### src/rtl/adc_sample_scheduler.sv
// ADC conversion scheduler: each 50 Hz strobe starts a frame of evenly spaced CONVST
// pulses, tracks the BUSY handshake per slot and keeps sticky timing error flags.
module adc_sample_scheduler #(
    parameter int SAMPLES_PER_CYCLE = 64,
    parameter int CLKS_PER_SAMPLE   = 1024,
    parameter int CONVST_WIDTH      = 4,
    parameter int BUSY_TIMEOUT      = 64
) (
    input  logic                                 CLK,
    input  logic                                 RST,
    input  logic                                 PULSE_50_HZ,
    input  logic                                 ADC_BUSY,
    input  logic                                 CLR_FLAGS,
    output logic                                 CONVST,
    output logic                                 SAMPLE_READY,
    output logic [$clog2(SAMPLES_PER_CYCLE)-1:0] SAMPLE_IDX,
    output logic                                 FRAME_ACTIVE,
    output logic                                 FRAME_DONE,
    output logic                                 TIMEOUT_ERR,
    output logic                                 OVERRUN_ERR,
    output logic                                 FRAME_SHORT_ERR
);
    localparam int SW      = $clog2(SAMPLES_PER_CYCLE);
    localparam int TW      = $clog2(CLKS_PER_SAMPLE);
    localparam int CNT_MAX = (CONVST_WIDTH > BUSY_TIMEOUT) ? CONVST_WIDTH : BUSY_TIMEOUT;
    localparam int CW      = $clog2(CNT_MAX + 1);

    localparam logic [TW-1:0] TIMER_LAST = TW'(CLKS_PER_SAMPLE - 1);
    localparam logic [SW-1:0] SLOT_LAST  = SW'(SAMPLES_PER_CYCLE - 1);
    localparam logic [CW-1:0] CONV_LAST  = CW'(CONVST_WIDTH - 1);
    localparam logic [CW-1:0] TO_LAST    = CW'(BUSY_TIMEOUT - 1);

    typedef enum logic [2:0] {IDLE, CONV, WAIT_HI, WAIT_LO, GAP} state_t;

    state_t        state, state_n;
    logic [CW-1:0] cnt, cnt_n;
    logic [SW-1:0] slot, slot_n;
    logic [TW-1:0] timer, timer_n;
    logic          busy_meta, busy_s;
    logic          active, wrap, last_slot;
    logic          ready_n, done_n, to_set, ov_set, sh_set;

    assign active    = (state != IDLE);
    assign wrap      = active && (timer == TIMER_LAST);
    assign last_slot = (slot == SLOT_LAST);

    always_comb begin
        state_n = state;
        cnt_n   = cnt;
        slot_n  = slot;
        timer_n = timer;
        ready_n = 1'b0;
        done_n  = 1'b0;
        to_set  = 1'b0;
        ov_set  = 1'b0;
        sh_set  = 1'b0;

        if (active) timer_n = wrap ? '0 : timer + 1'b1;

        case (state)
            IDLE: begin
            end
            CONV: begin
                if (cnt == CONV_LAST) begin
                    state_n = WAIT_HI;
                    cnt_n   = '0;
                end else begin
                    cnt_n = cnt + 1'b1;
                end
            end
            WAIT_HI: begin
                if (busy_s) begin
                    state_n = WAIT_LO;
                    cnt_n   = '0;
                end else if (cnt == TO_LAST) begin
                    to_set  = 1'b1;
                    done_n  = last_slot;
                    state_n = last_slot ? IDLE : GAP;
                end else begin
                    cnt_n = cnt + 1'b1;
                end
            end
            WAIT_LO: begin
                if (!busy_s) begin
                    ready_n = 1'b1;
                    done_n  = last_slot;
                    state_n = last_slot ? IDLE : GAP;
                end
            end
            GAP: begin
                if (wrap) begin
                    state_n = CONV;
                    cnt_n   = '0;
                    slot_n  = slot + 1'b1;
                end
            end
            default: state_n = IDLE;
        endcase

        // Slot boundary reached with the conversion unresolved; an abandoned last slot
        // closes the frame without FRAME_DONE.
        if (wrap && (state == CONV || state == WAIT_HI || state == WAIT_LO)) begin
            ov_set  = 1'b1;
            ready_n = 1'b0;
            done_n  = 1'b0;
            to_set  = 1'b0;
            cnt_n   = '0;
            if (last_slot) begin
                state_n = IDLE;
            end else begin
                state_n = CONV;
                slot_n  = slot + 1'b1;
            end
        end

        // A strobe on the frame's closing edge is a normal back-to-back start.
        if (PULSE_50_HZ) begin
            if (active && !done_n) begin
                sh_set  = 1'b1;
                ready_n = 1'b0;
            end
            state_n = CONV;
            cnt_n   = '0;
            slot_n  = '0;
            timer_n = '0;
        end
    end

    always_ff @(posedge CLK) begin
        if (RST) begin
            busy_meta       <= 1'b0;
            busy_s          <= 1'b0;
            state           <= IDLE;
            cnt             <= '0;
            slot            <= '0;
            timer           <= '0;
            CONVST          <= 1'b0;
            SAMPLE_READY    <= 1'b0;
            SAMPLE_IDX      <= '0;
            FRAME_ACTIVE    <= 1'b0;
            FRAME_DONE      <= 1'b0;
            TIMEOUT_ERR     <= 1'b0;
            OVERRUN_ERR     <= 1'b0;
            FRAME_SHORT_ERR <= 1'b0;
        end else begin
            busy_meta       <= ADC_BUSY;
            busy_s          <= busy_meta;
            state           <= state_n;
            cnt             <= cnt_n;
            slot            <= slot_n;
            timer           <= timer_n;
            CONVST          <= (state_n == CONV);
            SAMPLE_READY    <= ready_n;
            if (ready_n) SAMPLE_IDX <= slot;
            FRAME_ACTIVE    <= (state_n != IDLE);
            FRAME_DONE      <= done_n;
            TIMEOUT_ERR     <= to_set | (TIMEOUT_ERR & ~CLR_FLAGS);
            OVERRUN_ERR     <= ov_set | (OVERRUN_ERR & ~CLR_FLAGS);
            FRAME_SHORT_ERR <= sh_set | (FRAME_SHORT_ERR & ~CLR_FLAGS);
        end
    end
endmodule
### config.mk
export PLATFORM = sky130hd
export DESIGN_NAME = adc_sample_scheduler
export DESIGN_NICKNAME = d
export VERILOG_FILES = /design/src/rtl/adc_sample_scheduler.sv
export SDC_FILE = /design/constraint.sdc
export NUM_CORES = 1
export LEC_CHECK = 0
export ABC_CLOCK_PERIOD_IN_PS = 2000
export CAP_MARGIN = 10
export CORE_UTILIZATION = 35
export CTS_BUF_LIST = sky130_fd_sc_hd__clkbuf_4 sky130_fd_sc_hd__clkbuf_8
export DETAILED_ROUTE_END_ITERATION = 8
export SYNTH_ARGS = -nofsm -noshare
export SYNTH_HDL_FRONTEND = slang
export SYNTH_SLANG_ARGS = --single-unit
### constraint.sdc
create_clock -name CLK -period 2 [get_ports CLK]
set_input_delay 0.4 -clock CLK [delete_from_list [all_inputs] [get_ports CLK]]
set_output_delay 0.4 -clock CLK [all_outputs]
set_load 0.1 [all_outputs]
**Routed clock nets over the placement**

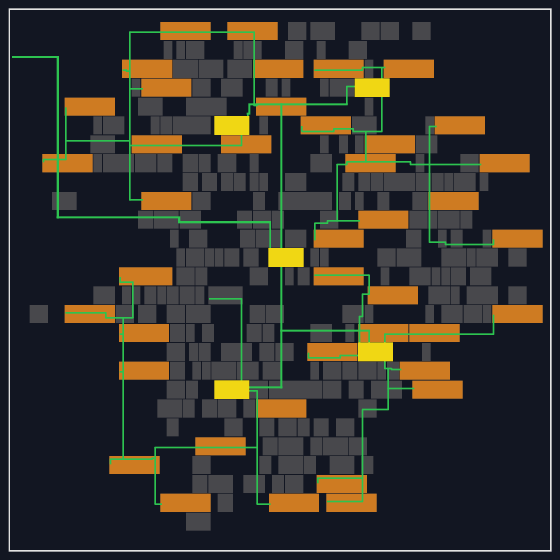
clock wires: in green, length 568 um. cells driving clock nets: in yellow, count 5. flip-flops: in orange, count 41.
There are 6 routed clock nets.

**Met2 routing**

Bar = 20 um.
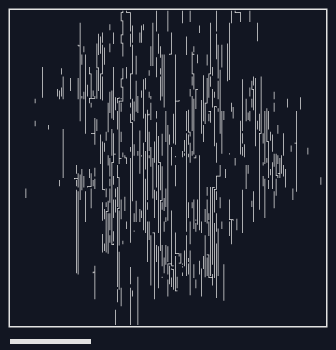
The layer holds 47% of the routed length. 218 nets have wire on it.

==> run_summary.xml <==
<?xml version="1.0" encoding="UTF-8"?>
<metrics>
  <group name="outcome">
    <metric name="status" unit="">complete, no violations</metric>
  </group>
  <group name="layout">
    <metric name="seqCellArea" unit="um^2">822</metric>
    <metric name="final_core_util" unit="%">43.2</metric>
    <metric name="n_all_buffers" unit="">31</metric>
    <metric name="drive_gt1_share" unit="%">19.9</metric>
    <metric name="reg.largest.list" unit="">timer (10), cnt (7)</metric>
    <metric name="flops" unit="">41</metric>
    <metric name="area_share_nonclk_buffers" unit="%">10.1</metric>
    <metric name="share_of_cell_area_taken_by_multi_input_logic_gates" unit="%">47.7</metric>
    <metric name="num-nets-final" unit="">264</metric>
    <metric name="largest_cell_class" unit="">multi-input combinational cells</metric>
    <metric name="n_multi_input_combinational_cell" unit="">175</metric>
    <metric name="comb_area" unit="um^2">1140</metric>
    <metric name="most_common_cell_after_layout_fill_and_taps_aside" unit="">sky130_fd_sc_hd__dfxtp_1</metric>
    <metric name="seqAreaFraction" unit="%">34.3</metric>
    <metric name="clkCellAreaFrac" unit="%">3.76</metric>
  </group>
  <group name="grt">
    <metric name="groute.usage.overall" unit="%">15.8</metric>
    <metric name="first_global_vias" unit="">1576</metric>
    <metric name="met1_usage_in_global_routing" unit="%">20.3</metric>
    <metric name="grt_busiest_layer" unit="">met2</metric>
    <metric name="grt.met2_usage" unit="%">25.7</metric>
  </group>
  <group name="synthesis">
    <metric name="edf_count" unit="">0</metric>
    <metric name="ys_types" unit="">48</metric>
    <metric name="syn-num-nets" unit="">234</metric>
    <metric name="netlist.top_cell.by_instances" unit="">sky130_fd_sc_hd__dfxtp_1</metric>
    <metric name="yosysWarningCount" unit="">0</metric>
    <metric name="synthFlopType" unit="">sky130_fd_sc_hd__dfxtp_1</metric>
    <metric name="synth-area-yosys" unit="um^2">2010</metric>
    <metric name="postSynthSeqShare" unit="%">40.8</metric>
    <metric name="synth_area_per_cell" unit="um^2">8.91</metric>
    <metric name="synthDominantCellAreaShare" unit="%">40.8</metric>
    <metric name="largest_area_cell" unit="">sky130_fd_sc_hd__dfxtp_1</metric>
  </group>
  <group name="die">
    <metric name="die_width" unit="um">77.8</metric>
    <metric name="coreArea" unit="um^2">5540</metric>
    <metric name="die_height" unit="um">77.8</metric>
    <metric name="die_area" unit="um^2">6060</metric>
  </group>
  <group name="final_timing">
    <metric name="layout_min_cycle_time" unit="ps">1870</metric>
    <metric name="hold_slack" unit="ps">457</metric>
    <metric name="max_slew.worst_pin.slew" unit="ps">525</metric>
    <metric name="fin_crit_sh" unit="%">93.7</metric>
    <metric name="setup-tns-final" unit="ps">0</metric>
    <metric name="grt_setup_unrepaired" unit="">false</metric>
  </group>
  <group name="clocking">
    <metric name="postCtsResizedCells" unit="">0</metric>
    <metric name="ctsRootBufferMaster" unit="">sky130_fd_sc_hd__clkbuf_8</metric>
    <metric name="path_clk_slew" unit="ps">80</metric>
    <metric name="cts_max_path_buffers" unit="">2</metric>
    <metric name="ctsHoldBuffers" unit="">0</metric>
    <metric name="clock.latency.late_pin" unit="ps">290</metric>
    <metric name="cts_num_sinks" unit="">41</metric>
    <metric name="tritoncts.num_buffers" unit="">5</metric>
    <metric name="post_cts_buffers" unit="">0</metric>
  </group>
  <group name="hold_path">
    <metric name="min_path_cells" unit="">1</metric>
    <metric name="hold_class" unit="">reg -&gt; reg</metric>
    <metric name="hold_path_end" unit="">busy_s</metric>
  </group>
  <group name="power">
    <metric name="power_report.internal_total" unit="mW">1.16</metric>
    <metric name="power_frac_comb" unit="%">9.7</metric>
    <metric name="seq_power_share" unit="%">54.0</metric>
    <metric name="total_power" unit="mW">1.56</metric>
    <metric name="clock_power_share" unit="%">36.3</metric>
  </group>
  <group name="worst_setup_path">
    <metric name="crit_slowest_cell" unit="">sky130_fd_sc_hd__or3_1</metric>
    <metric name="worstSetupStartpoint" unit="">timer[0]</metric>
    <metric name="crit_end" unit="">cnt[6]</metric>
    <metric name="worst-r2r-setup-slack" unit="ps">130</metric>
    <metric name="timing.rr.end" unit="">cnt[6]</metric>
    <metric name="r2r_cells" unit="">6</metric>
    <metric name="crit_path_max_fanout" unit="">8</metric>
    <metric name="startpoint_of_the_most_critical_register_to_register_path" unit="">timer[0]</metric>
  </group>
  <group name="route">
    <metric name="drt-wirelength-per-cell" unit="um">13.5</metric>
    <metric name="vias" unit="">1753</metric>
    <metric name="wirelength" unit="mm">4.43</metric>
    <metric name="ant_nets" unit="">0</metric>
    <metric name="post_drt_via_cell_ratio" unit="">5.34</metric>
  </group>
  <group name="job">
    <metric name="maximum_capacitance_violations" unit="">0</metric>
    <metric name="warnings" unit="">26</metric>
  </group>
  <group name="placed_design">
    <metric name="dp_slack" unit="ps">119</metric>
    <metric name="quantity_of_i_o_buffers_inserted_on_ports" unit="">17</metric>
  </group>
</metrics>
**Placement view**

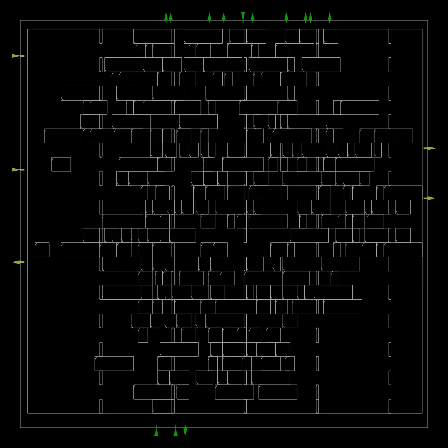
final cell count without fillers: 328
Layout fillers: 555
number of placement rows: 27

-- kinds of logic after synthesis --
kind of cell             synth area share, %
AND-OR/OR-AND                           17.5
XOR/XNOR                                4.79
adder cells (fa/ha/maj)                 1.86
buffers and inverters                   3.73
flip-flops                              40.8
multiplexers                            4.48
AND/OR/NAND/NOR                         26.8
-- power groups by stage --
stage / clock network [mW] / registers, mW / logic, mW
floorplan: 0 / 0.888 / 0.0746
global placement: 0 / 0.859 / 0.148
detailed placement: 0 / 0.858 / 0.148
CTS: 0.584 / 0.839 / 0.148
global route: 0.621 / 0.842 / 0.161
finish: 0.565 / 0.840 / 0.150
-- per-layer routing --
layer | part of all wire [%] | up-vias
li1 | - | 880
met3 | 4.1 | 6
met1 | 48 | 832
met2 | 47 | 35
met4 | 1.4 | 0
met5 | 0 | -
Power figures rest on the tool's default switching activity, not on a simulated workload.
